run_1/flops_by_reg.png
Drawn at 4 px/µm. Other sequential cells in the stronger grey, the rest of the logic in the fainter grey.
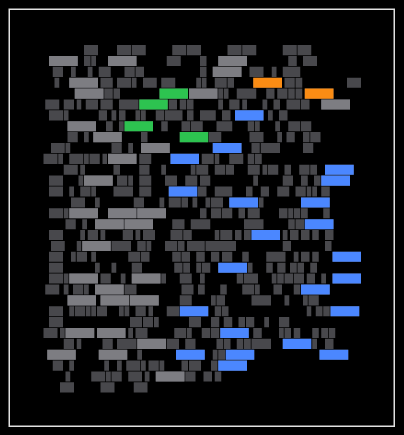
run_1/wires.png
Drawn at 4 px/µm. Two of the layers only.
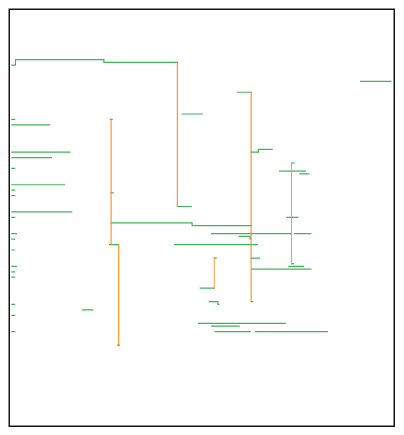
run_1/layer_met1.png
Drawn at 6 px/µm. Supply wires on this layer in grey.
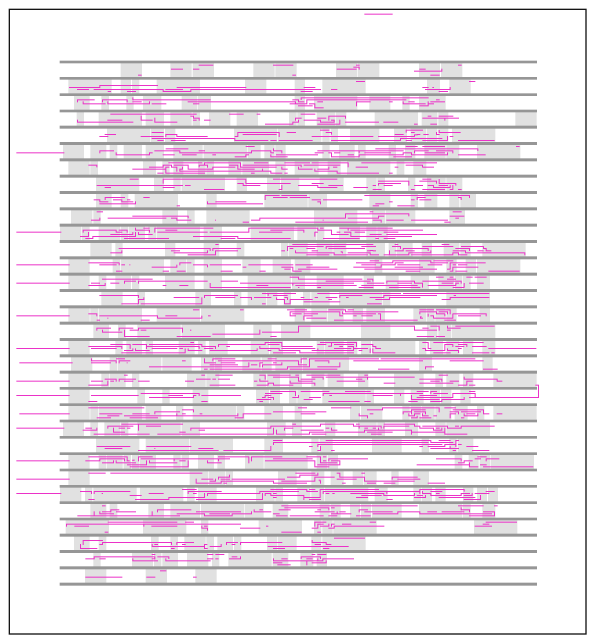
run_1/layer_met4.png
Drawn at 4 px/µm. Supply wires on this layer in grey.
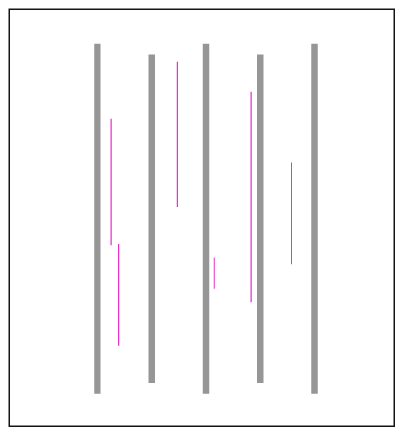
Design step_sequencer_ctrl, sky130hd; sources not shown.
==> run notes, run 1 <==
Synthesis and place-and-route results.

- Per the skew report, the later register of the worst-skew pair sees a clock latency of around 340 ps.
- In this run, synthesis inferred 0 flip-flops with an integrated enable.
- The clock net in this run drives a total of roughly 60 sinks.
- Final hold analysis gives a worst-case slack of between 300 and 400 ps.
- The post-route netlist has approximately 6.0% of its cells at a drive strength greater than 1.
- The register bit count reported by yosys is just under 60.
- The number of hold-repair buffers added at the cts stage is 0.
- The inverter count is 1.
- Sequential cells burn about 50% of the power.
- The switching share of power is between 20% and 30%.
- The area growth from synthesis to final layout is 21.43%.
- The highest achievable clock rate is approximately 0.26 GHz.
- The wire length the detailed router placed on met1 is roughly 3900 µm.
- The final max-slew violation count recorded for this run is 0.
- The count of non-CTS buffers in the layout is approximately 46.
- The flow inserted 85 tap cells.
- Of the synthesized area, sequential elements account for a little under 40%.
- The signal on the critical path passes through clkdlybuf4s50_1, or3b_1, nor4_4, nand4_2, o21bai_1, or3b_2, a21oi_1.
- The data arrival time reported for the critical path is 3890 ps.
- The floorplan step set the die height to 103.9 µm.
- Per report_power, the clock group accounts for 39.5% of the total.
- The post-synthesis cell count from yosys is between 300 and 400.
- In the synthesized netlist, mux cells make up 0.3317% of the area.
- The setup slack of the worst register-to-register path is around 2300 ps.
- On met3, the global router reports a usage of 3.394%.
- The proportion of register bits with asynchronous set or reset after synthesis is 0%.
- Per the post-run analysis, buffers plus inverters along the critical path come to 1.
- The combinational logic power is ~94 µW.
- The routed design could run at a clock period as short as 3821 ps.
- The count of buffers added by post-CTS timing repair for setup is 0.
- The post-placement cell area is 3492 µm².
- The worst setup path is captured at a register.
- The tally of yosys warning messages is 0.
- The critical path maximum fanout is 18.
- The relative slew slack is 27.51%.
- The first detailed-routing pass ran for 4 iterations.
- The number of maximum-capacitance constraint violations is 0.
- The pin closest to its max-slew limit shows a slew of 1084 ps.
- The yosys stat chip area is 3018 µm².
- Signal routing reaches up to met4.
- For reference, XOR and XNOR gates occupy roughly 8.1% of the area reported after synthesis.
- The combinational share of cell area is between 40% and 50%.
- The commonest cells after synthesis are nand2_1 (79), dfxtp_1 (59), a21oi_1 (28), xor2_1 (28), nand3b_1 (26).
- The number of resized instances in the post-cts repair step is 0.
- The cell-internal power is about 700 µW.
- Entering global routing, the biggest net connects 37 pins.
- The layout clock buffer count is 14.
- The synthesized netlist occupies a cell area of 3018 µm².
- From left edge to right edge, the die measures ~96 µm.
- The run finished with clean final reports.
- The post-route non-filler standard cell count is slightly above 500.
- The ratio of final minimum period to clock period is a little under three quarters.
- The report lists the power per cell area as 254.5 nW/µm².
- Counting cells, the worst reg-to-reg path comes to 6.
- The final-layout fill cell count is around 730.
- The worst hold path depth is 2.
- Looking at the clock tree report, the root buffer type is clkbuf_8.
- The area of the die is around 10000 µm².
- The data required time of the worst path is roughly 5400 ps.
- The H-tree depth reported by CTS is 3.
- For met2 alone, demand over resource in global routing was about 23%.
- The total setup violations reported at the end of the flow is 0.
- The peak-usage layer in the global routing report is met2.
- The met3 wirelength from detailed routing is about 330 µm.
- The worst hold path class is register to register.
- For reference, simple AND, OR, NAND and NOR cells occupy about 36% of the area reported after synthesis.
- The port buffer count is around 42.
- The number of global-route vias before repair is around 2.7k.
- Yosys attributes the largest share of cell area to dfxtp_1 (39%), nand2_1 (9.8%), xor2_1 (8.1%).
- The HPWL reported at the end of detailed placement is 5507 µm.
- The number of antenna violations at the first check in global routing came to 0.
- After floorplanning, the core was sized to cover roughly 6900 µm².
- After Yosys synthesis, AND-OR and OR-AND compound gates account for 12.65% of the synthesized area.
- The final routed DRC violation total is 0.
- At the end of the flow, the number of nets in the layout was ~450.
- The clock network power consumption is approximately 370 µW.
- The portion of total power attributed to combinational logic is roughly a tenth.
- The area fraction of the largest cell type after synthesis is between 30% and 40%.
- The slowest stage of the critical path belongs to the cell or3b_1.
- Per the post-synthesis report, the number of cells in the design is 376.
- Once layout is done, the placed cells without fillers occupy 3665 µm².
- The number of instances in the placed design is about 490.
- The mean cell area of the mapped netlist is around 8.0 µm².
- Per the OpenROAD power report, switching power amounts to between 200 and 250 µW.
- The post-detailed-route count of antenna-violating nets is 0.
- By instance count after routing, the leading logic cell types are nand2_1 (79), dfxtp_1 (59), clkdlybuf4s50_1 (42), xor2_1 (28), a21oi_1 (28).
- The overall overflow remaining after global route is 0.
- Endpoints failing hold in the final report were tallied at 0.
- The number of logic stages on the critical path including buffering is 7.
About flops_by_reg.png:
| signal | colour | placed flops |
|---|---|---|
| position | green | 4 |
| presc_q | blue | 22 |
| state | orange | 2 |
not coloured: 31
power drawn by the sequential cells: 470 µW
area used by sequential logic in the layout: 1181 µm²
sequential share of cell area: 32.23%
final core utilization: 52.91%

About wires.png:
| layer | colour | wire length |
|---|---|---|
| metal 4 | orange | 178 µm |
| metal 3 | green | 325 µm |
average detailed-routed wire length per instance: 15.12 µm
routed wire length: 7634 µm
DR vias: 2749
overall routing resource usage: 16.46%

About layer_met1.png:
share of all routed wire: 51%
main direction: horizontal
longest straight run: 29.0 µm
nets with wire on the layer: 419
global routing usage on met1: 22.84%

About layer_met4.png:
nets with wire on the layer: 4
wire length on this layer: 178 µm

run_1/congestion.png
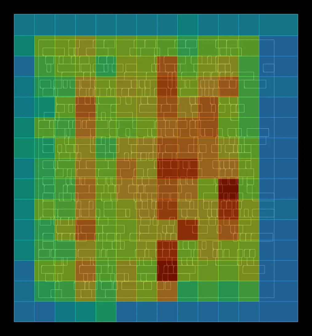

==> run 2, diff against run 1 <==
CORE_UTILIZATION = 40   (was 43)
clock period = 3.59 ns   (was 5.31 ns; I/O delays follow)
run_2/congestion.png
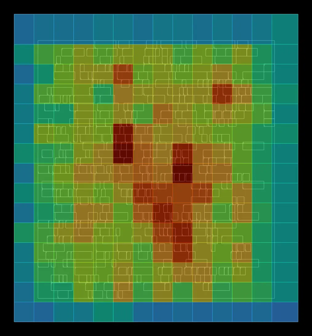
final core utilization: 50.94%
overall routing resource usage: 15.76%
met3 Usage GRT: 2.592%
average detailed-routed wire length per instance: 16.12 µm

==> run 2 against run 1 <==
Global-route usage down 0.70 points. Routed wire length increased by 9.0%. Die area up 6.3%. Hold slack improved by 2.4 ps. Sequential power up 48%. Critical path type unchanged. Critical endpoint is now position[0].
==> run notes, run 2 <==
Synthesis and place-and-route results.

- The area fraction of the dominant cell type after synthesis is 39.14% (unchanged).
- The arrival time at the worst endpoint is 3030 ps (-860 ps).
- The number of synthesized flops with an enable pin came to 0 (unchanged).
- The relative slew slack is 41.14% (+14 points).
- The met3 wirelength from detailed routing is 333 µm (+2.5%).
- The switching power was 378.5 µW (+62%).
- The number of hold-repair buffers added at the cts stage is 0 (unchanged).
- For reference, the critical path cell chain is clkdlybuf4s50_1, or3b_1, nor4_4, nand4_2, or3_4, or3_1, a21oi_2.
- The number of vias after detailed routing is 2843 (+3.4%).
- The core region area is 7391 µm² (+6.7%).
- The portion of total power attributed to the clock network came to 42.6% (+3.1 points).
- The area of the die is 10580 µm² (+6.3%).
- The port buffer count is 42 (unchanged).
- The synthesis run shows the most used standard cells to be nand2_1 (79), dfxtp_1 (59), a21oi_1 (28), xor2_1 (28), nand3b_1 (26).
- The worst hold path depth is 2 (unchanged).
- The combinational logic power is 147 µW (+56%).
- The HPWL reported at the end of detailed placement came to 6088 µm (+11%).
- The aggregate negative setup slack is 0 ps.
- The combinational share of cell area was 46.49% (-1.3 points).
- The area fraction in and, or, nand and nor cells after synthesis is 36.07% (unchanged).
- The inverter count is 1 (unchanged).
- The relative contribution of sequential cells to total power is 47.4% (-3.0 points).
- The logic depth of the worst register-to-register path is 6 (unchanged).
- The ratio of cells with drive above 1 in the final layout was 8.625% (+2.7 points).
- The xor/xnor cell area share of the yosys netlist is 8.126% (unchanged).
- The global router reports that the layer with the highest usage is met2.
- The and-or/or-and share of the synthesized area is 12.65% (unchanged).
- The count of buffers added by post-CTS timing repair for setup is 0 (unchanged).
- Post-route period utilization is reported as slightly above 80%.
- The total setup violations reported at the end of the flow came to 0 (unchanged).
- The tally of yosys warning messages was 0 (unchanged).
- The detailed-routing iteration count for the pre-antenna-repair pass is 4 (unchanged).
- The portion of total power attributed to combinational logic is 10.0% (about the same).
- The run finished with clean final reports.
- The highest metal layer carrying signal wires in the routed design is met4.
- Derived from the worst setup path, the maximum achievable clock frequency is 0.3441 GHz.
- The tree is rooted in a clkbuf_8.
- The clock network power consumption is 626 µW (+70%).
- The number of global-route vias before repair is 2645 (-3.0%).
- The global routing met2 resource utilization is 24.06% (+1.0 points).
- The cell area after synthesis was 3018 µm² (unchanged).
- The width of the die was 98.82 µm (+3.1%).
- The highest supply drop recorded on VDD is between 0.2 and 0.25 mV.
- The final routed DRC violation total is 0 (unchanged).
- The net count reported at finish is 459 (+2.0%).
- STA reports the tightest min-delay check as being of type register to register.
- The wire length the detailed router placed on met1 is 4202 µm (+8.1%).
- The antenna cell count is 0.
- The later-pin clock latency in the skew report is 330 ps (about the same).
- The layout report lists the multi-input gate area as approximately 1800 µm².
- The post-synthesis cell count from yosys is 376 (unchanged).
- The number of instances in the synthesized netlist is 376 (unchanged).
- The largest net degree at the start of global routing came to 32 (-14%).
- The sequential logic power is 696 µW (+48%).
- The proportion of register bits with asynchronous set or reset after synthesis came to 0% (unchanged).
- The aggregate routed wire length is 8319 µm (+9.0%).
- The cell-internal power came to 1090 µW (+56%).
- The register bit count reported by yosys is 59 (unchanged).
- The final tally of max-slew violations is 0 (unchanged).
- The setup slack of the worst register-to-register path is 1030 ps (-1310 ps).
- The timing report shows that the slowest cell on the worst path is or3b_1.
- The post-route non-filler standard cell count is 516 (+2.2%).
- The number of maximum-capacitance constraint violations is 0 (unchanged).
- The met1 global-route usage was 21.74% (-1.1 points).
- The count of non-CTS buffers in the layout is 55 (+20%).
- The yosys stat chip area is 3018 µm² (unchanged).
- The total cell area at the placement stage is 3562 µm² (+2.0%).
- The combined flip-flop and latch cell area is 1181 µm² (unchanged).
- The number of antenna violations at the first check in global routing is 0 (unchanged).
- The post-detailed-route count of antenna-violating nets is 0 (unchanged).
- The total power per unit cell area is 390.0 nW/µm² (+53%).
- The mean cell area of the mapped netlist was 8.026 µm² (unchanged).
- The overall overflow remaining after global route came to 0 (unchanged).
- The buffering stage count on the worst path with inverters included is 1 (unchanged).
- The number of resized instances in the post-cts repair step is 0 (unchanged).
- The maximum fanout encountered on the critical timing path is 9 (-9).
- The area fraction in mux cells came to 0.3317% (unchanged).
- The switching share of power came to 25.77% (+0.76 points).
- The worst hold-check slack is 325.8 ps (+2.353 ps).
- The data required time of the worst path came to 3710 ps (-1670 ps).
- The most common logic cells in the final layout are nand2_1 (79), dfxtp_1 (59), clkdlybuf4s50_1 (42), xor2_1 (28), a21oi_1 (28).
- The H-tree depth reported by CTS came to 3 (unchanged).
- The die height is 107.1 µm (+3.1%).
- The layout clock buffer count came to 10 (-4).
- The total number of clock tree sinks is 59 (unchanged).
- In the post-synthesis netlist, the biggest area contributors are dfxtp_1 (39%), nand2_1 (9.8%), xor2_1 (8.1%).
- The number of instances in the placed design is 500 (+2.2%).
- The hold violation total from the final report was 0 (unchanged).
- The area growth from synthesis to final layout is 24.75%.
Power is estimated from default activity; no workload was simulated.
